### config.mk
export PLATFORM = sky130hd
export DESIGN_NAME = vm_payment_controller
export DESIGN_NICKNAME = d
export VERILOG_FILES = /design/src/rtl/vm_pkg.sv /design/src/rtl/vm_change_picker.sv /design/src/rtl/vm_payment_controller.sv
export SDC_FILE = /design/constraint.sdc
export NUM_CORES = 1
export LEC_CHECK = 0
export ABC_AREA = 1
export CORE_UTILIZATION = 57
export DETAILED_ROUTE_END_ITERATION = 16
export MAX_ROUTING_LAYER = met4
export PLACE_DENSITY = 0.84
export SLEW_MARGIN = 15
export SYNTH_ARGS = -nofsm -noshare
export SYNTH_HDL_FRONTEND = slang
export SYNTH_SLANG_ARGS = --single-unit
### constraint.sdc
create_clock -name clk -period 5.7 [get_ports clk]
set_clock_uncertainty 0.2 [all_clocks]
set_input_delay 1.14 -clock clk [delete_from_list [all_inputs] [get_ports clk]]
set_output_delay 1.14 -clock clk [all_outputs]
set_load 0.02 [all_outputs]
### src/rtl/vm_pkg.sv
// Shared definitions for the vending payment path: coin encodings, coin
// values, controller states and the default credit width.
package vm_pkg;

  localparam int unsigned PRICE_W_DEF = 12;

  // Coin codes as carried on coin_type / change_coin
  localparam logic [1:0] COIN_5   = 2'b00;
  localparam logic [1:0] COIN_10  = 2'b01;
  localparam logic [1:0] COIN_25  = 2'b10;
  localparam logic [1:0] COIN_100 = 2'b11;

  // Coin values in cents
  localparam int unsigned VAL_5   = 5;
  localparam int unsigned VAL_10  = 10;
  localparam int unsigned VAL_25  = 25;
  localparam int unsigned VAL_100 = 100;

  typedef enum logic [1:0] {
    ST_IDLE    = 2'd0,
    ST_COLLECT = 2'd1,
    ST_VEND    = 2'd2,
    ST_CHANGE  = 2'd3
  } vm_state_t;

  // Value in cents of a coin code
  function automatic logic [6:0] coin_value(input logic [1:0] code);
    logic [6:0] v;
    case (code)
      COIN_5:  v = 7'(VAL_5);
      COIN_10: v = 7'(VAL_10);
      COIN_25: v = 7'(VAL_25);
      default: v = 7'(VAL_100);
    endcase
    return v;
  endfunction

endpackage

### src/rtl/vm_change_picker.sv
// Greedy change selection: largest coin not exceeding the given amount.
module vm_change_picker
  import vm_pkg::*;
#(
  parameter int unsigned PRICE_W = PRICE_W_DEF
) (
  input  logic [PRICE_W-1:0] amount,
  output logic               have_coin,
  output logic [1:0]         coin_code,
  output logic [PRICE_W-1:0] coin_val
);

  // Pick the largest denomination that fits in amount
  always_comb begin
    have_coin = 1'b1;
    coin_code = COIN_5;
    coin_val  = PRICE_W'(VAL_5);
    if (amount >= PRICE_W'(VAL_100)) begin
      coin_code = COIN_100;
      coin_val  = PRICE_W'(VAL_100);
    end else if (amount >= PRICE_W'(VAL_25)) begin
      coin_code = COIN_25;
      coin_val  = PRICE_W'(VAL_25);
    end else if (amount >= PRICE_W'(VAL_10)) begin
      coin_code = COIN_10;
      coin_val  = PRICE_W'(VAL_10);
    end else if (amount >= PRICE_W'(VAL_5)) begin
      coin_code = COIN_5;
      coin_val  = PRICE_W'(VAL_5);
    end else begin
      have_coin = 1'b0;
      coin_code = '0;
      coin_val  = '0;
    end
  end

endmodule

### src/rtl/vm_payment_controller.sv
// Payment and vend control: latches a selection, collects coins until the
// price is covered, issues a one-cycle vend, then returns change greedily.
// Cancel and inactivity timeout refund the full credit.
module vm_payment_controller
  import vm_pkg::*;
#(
  parameter int unsigned TIMEOUT_CYCLES = 1000,
  parameter int unsigned PRICE_W        = PRICE_W_DEF
) (
  input  logic               clk,
  input  logic               reset,
  input  logic               item_selection_valid,
  input  logic [3:0]         dispense_row,
  input  logic [3:0]         dispense_col,
  input  logic [PRICE_W-1:0] item_price,
  input  logic               coin_valid,
  input  logic [1:0]         coin_type,
  input  logic               cancel,
  output logic               busy,
  output logic [PRICE_W-1:0] credit,
  output logic               coin_reject,
  output logic               vend_valid,
  output logic [3:0]         vend_row,
  output logic [3:0]         vend_col,
  output logic               change_valid,
  output logic [1:0]         change_coin,
  output logic               change_done
);

  localparam int unsigned TIMER_W = (TIMEOUT_CYCLES > 2) ? $clog2(TIMEOUT_CYCLES) : 1;
  localparam logic [TIMER_W-1:0] TIMER_LAST = TIMER_W'(TIMEOUT_CYCLES - 1);

  vm_state_t            state_q, state_n;
  logic [3:0]           row_q, row_n;
  logic [3:0]           col_q, col_n;
  logic [PRICE_W-1:0]   price_q, price_n;
  logic [PRICE_W-1:0]   credit_n;
  logic [TIMER_W-1:0]   timer_q, timer_n;

  logic                 coin_reject_n;
  logic                 vend_valid_n;
  logic [3:0]           vend_row_n, vend_col_n;
  logic                 change_valid_n;
  logic [1:0]           change_coin_n;
  logic                 change_done_n;

  logic [PRICE_W:0]     coin_sum;
  logic                 coin_fits;
  logic                 coin_accept;
  logic [PRICE_W-1:0]   collect_credit;
  logic [PRICE_W-1:0]   change_src;

  logic                 pick_have;
  logic [1:0]           pick_code;
  logic [PRICE_W-1:0]   pick_val;

  assign coin_sum  = {1'b0, credit} + (PRICE_W+1)'(coin_value(coin_type));
  assign coin_fits = ~coin_sum[PRICE_W];

  // The first change coin (or change_done) is issued on the edge leaving VEND,
  // so the picker sees credit-price there and the running credit in CHANGE.
  assign change_src = (state_q == ST_VEND) ? (credit - price_q) : credit;

  vm_change_picker #(
    .PRICE_W (PRICE_W)
  ) u_change_picker (
    .amount    (change_src),
    .have_coin (pick_have),
    .coin_code (pick_code),
    .coin_val  (pick_val)
  );

  // Next-state and next-output computation
  always_comb begin
    state_n        = state_q;
    row_n          = row_q;
    col_n          = col_q;
    price_n        = price_q;
    credit_n       = credit;
    timer_n        = timer_q;
    coin_reject_n  = 1'b0;
    vend_valid_n   = 1'b0;
    vend_row_n     = '0;
    vend_col_n     = '0;
    change_valid_n = 1'b0;
    change_coin_n  = '0;
    change_done_n  = 1'b0;
    coin_accept    = 1'b0;
    collect_credit = credit;

    case (state_q)
      ST_IDLE: begin
        coin_reject_n = coin_valid;
        if (item_selection_valid) begin
          row_n    = dispense_row;
          col_n    = dispense_col;
          price_n  = item_price;
          credit_n = '0;
          timer_n  = '0;
          state_n  = ST_COLLECT;
        end
      end

      ST_COLLECT: begin
        coin_accept   = coin_valid & coin_fits;
        coin_reject_n = coin_valid & ~coin_fits;
        if (coin_accept) begin
          collect_credit = coin_sum[PRICE_W-1:0];
          timer_n        = '0;
        end else begin
          timer_n = timer_q + TIMER_W'(1);
        end
        credit_n = collect_credit;
        // Cancel outranks reaching the price; an accepted coin outranks timeout
        if (cancel) begin
          state_n = ST_CHANGE;
        end else if (collect_credit >= price_q) begin
          state_n      = ST_VEND;
          vend_valid_n = 1'b1;
          vend_row_n   = row_q;
          vend_col_n   = col_q;
        end else if (!coin_accept && (timer_q == TIMER_LAST)) begin
          state_n = ST_CHANGE;
        end
      end

      ST_VEND, ST_CHANGE: begin
        coin_reject_n = coin_valid;
        if (pick_have) begin
          change_valid_n = 1'b1;
          change_coin_n  = pick_code;
          credit_n       = change_src - pick_val;
          state_n        = ST_CHANGE;
        end else begin
          change_done_n = 1'b1;
          credit_n      = '0;
          state_n       = ST_IDLE;
        end
      end

      default: begin
        state_n = ST_IDLE;
      end
    endcase
  end

  // State and registered outputs; reset abandons any transaction
  always_ff @(posedge clk) begin
    if (reset) begin
      state_q      <= ST_IDLE;
      row_q        <= '0;
      col_q        <= '0;
      price_q      <= '0;
      timer_q      <= '0;
      busy         <= 1'b0;
      credit       <= '0;
      coin_reject  <= 1'b0;
      vend_valid   <= 1'b0;
      vend_row     <= '0;
      vend_col     <= '0;
      change_valid <= 1'b0;
      change_coin  <= '0;
      change_done  <= 1'b0;
    end else begin
      state_q      <= state_n;
      row_q        <= row_n;
      col_q        <= col_n;
      price_q      <= price_n;
      timer_q      <= timer_n;
      busy         <= (state_n != ST_IDLE);
      credit       <= credit_n;
      coin_reject  <= coin_reject_n;
      vend_valid   <= vend_valid_n;
      vend_row     <= vend_row_n;
      vend_col     <= vend_col_n;
      change_valid <= change_valid_n;
      change_coin  <= change_coin_n;
      change_done  <= change_done_n;
    end
  end

endmodule

==> out/summary.log <==
qor: layout.area_dominant_class combinational gates
qor: cts.tritoncts.num_buffers 9
qor: power_and_ir_drop.cellLeakagePower 2.73 nW
qor: setup_path.critPathTopFamily buffers and inverters
qor: global_route.top_usage_layer met2
qor: outcome.run_status finished clean
qor: layout.utilization 70.2%
qor: global_route.grt_pass1_wl 21,700 µm
qor: global_route.grt.met3_usage 5.77%
qor: setup_path.rr_startpoint credit[0]$_SDFFE_PP0P_
qor: route.final_antenna_net_count 0
qor: sta.worst-slew-pin-transition 0.987 ns
qor: setup_path.critical-path-top-cell-by-count sky130_fd_sc_hd__nand2_1
qor: sta.hold_slack 0.243 ns
qor: synthesis.synth.top_cells.by_count sky130_fd_sc_hd__nand2_1 (182), sky130_fd_sc_hd__inv_1 (112), sky130_fd_sc_hd__nand3_1 (61), sky130_fd_sc_hd__dfxtp_1 (59), sky130_fd_sc_hd__a21oi_1 (45)
qor: power_and_ir_drop.pg_clk 0.000420 W
qor: cts.clock_buffer_depth 2
qor: place.dp_worst_setup_slack 0.350 ns
qor: synthesis.synth.cellmix.compoundShare 13.3%
qor: place.place_congestion 0.992
qor: layout.stdcell_area 5540 µm²
qor: route.routed_wirelength 13,100 µm
qor: synthesis.yosys-stat-cells 711
qor: setup_path.end_kind register
qor: power_and_ir_drop.power_density 674 nW/µm²
qor: synthesis.gate_count_after_technology_mapping 711
qor: route.drt-met1-wl 5530 µm
qor: layout.area.growth.synth_to_final 17.3%
qor: power_and_ir_drop.pwr-share-comb 73.0%
qor: global_route.grt_max_degree 36
qor: hold_path.hold-path-cell-count 2
qor: setup_path.worstSetupEndpoint vend_valid$_SDFF_PP0_
qor: cts.numClockSinks 59
qor: synthesis.post_synthesis_cell_area 4720 µm²
qor: layout.layout.comb_gates.multi_input 516
qor: sta.finalSetupTns 0 ns
qor: global_route.grt_pass1_vias 4,682
qor: route.drt_drc_violations_left 0
qor: cts.cts.hold.buffers_added 0
qor: synthesis.ys_sh_xor 4.64%
qor: synthesis.avgSynthCellArea 6.64 µm²
qor: synthesis.netlist_logic_family_top simple AND/OR/NAND/NOR gates
qor: cts.cts.htree.levels 3
qor: setup_path.r2r-end credit[11]$_SDFFE_PP0P_
qor: synthesis.ys_seq_share 25.0%
qor: run.tool_warnings 28
qor: setup_path.crit_start coin_type[0]
qor: cts.clock_latency_at_the_later_pin_of_the_worst_skew_pair 0.33 ns
qor: synthesis.area_leaders sky130_fd_sc_hd__dfxtp_1 (25%), sky130_fd_sc_hd__nand2_1 (14%), sky130_fd_sc_hd__ha_1 (11%)
qor: floorplanning.placement_rows 32
qor: synthesis.synthesis.yosys.warnings 0
qor: layout.n_sequential_cell 59
qor: floorplanning.ioPinCount 54
qor: global_route.grt_util_met1 39.4%
qor: layout.buffers_excl_clock 57
qor: synthesis.synth.net_count 782
qor: setup_path.cp_max_stage_delay 0.52 ns
qor: synthesis.synthMostInstantiatedCell sky130_fd_sc_hd__nand2_1
qor: place.number_of_placed_instances_taps_included 854
qor: cts.worst_setup_hold_path_clk_slew 0.07 ns
qor: floorplanning.dieHeight 93.0 µm
qor: global_route.combined_global_route_utilization_of_all_metal_layers 33.1%
qor: power_and_ir_drop.p_seq_share 15.7%
qor: place.postPlaceCellArea 5320 µm²
qor: sta.hold_violations 0
qor: layout.area.share.combinational 54.1%
qor: synthesis.synth.yosys.chip_area 4720 µm²
Fig. 1: PDN straps and rails
The bar under the picture is 20 µm long. Pins as bars on the die edge. Tap cells in gray.
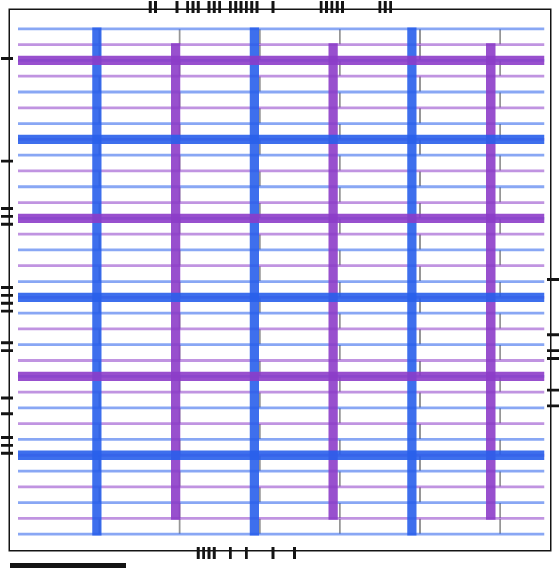
- VDD: purple
- VSS: blue
- met1 rails: 33
- tap cells: 102
- rows: 32

Fig. 2: placed cells, one color a class
The bar under the picture is 20 µm long.
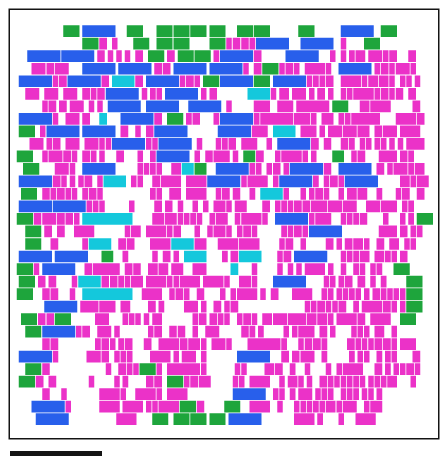
- registers: blue (cells 59)
- remaining buffers and delay cells: green (cells 57)
- clock drivers and dummy loads: cyan (cells 15)
- remaining logic cells: magenta (cells 636)
share of the final layout cell area in sequential cells: 21.3%
Core Area: 7890 µm²

Fig. 3: routed clock nets over the placement
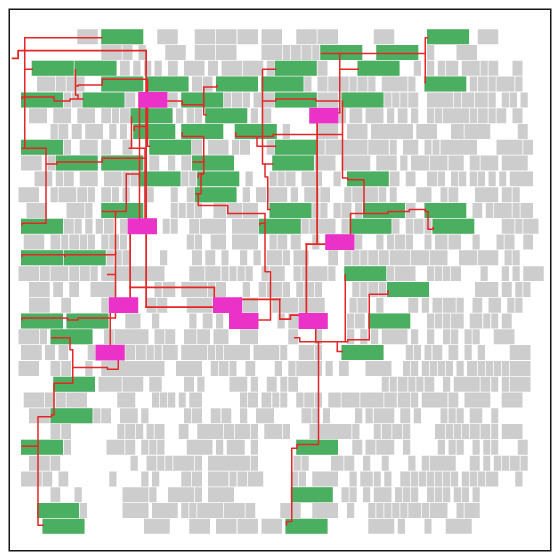
- clock-net drivers: magenta (count 9)
- clock wires: red (length 795 µm)
- flip-flops: green (count 59)
- flops lie: all over the die
- routed clock nets: 10

Fig. 4: routed metal, one color a layer
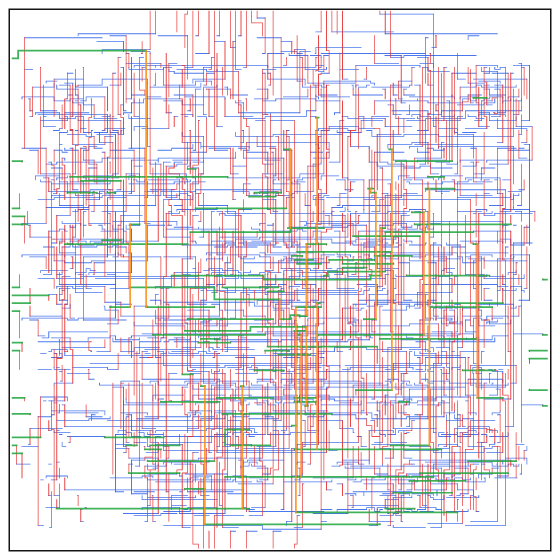
- M4: orange (wire length 417 µm)
- M1: blue (wire length 5,530 µm)
- M3: green (wire length 930 µm)
- M2: red (wire length 6,180 µm)

Power figures rest on the tool's default switching activity, not on a simulated workload.
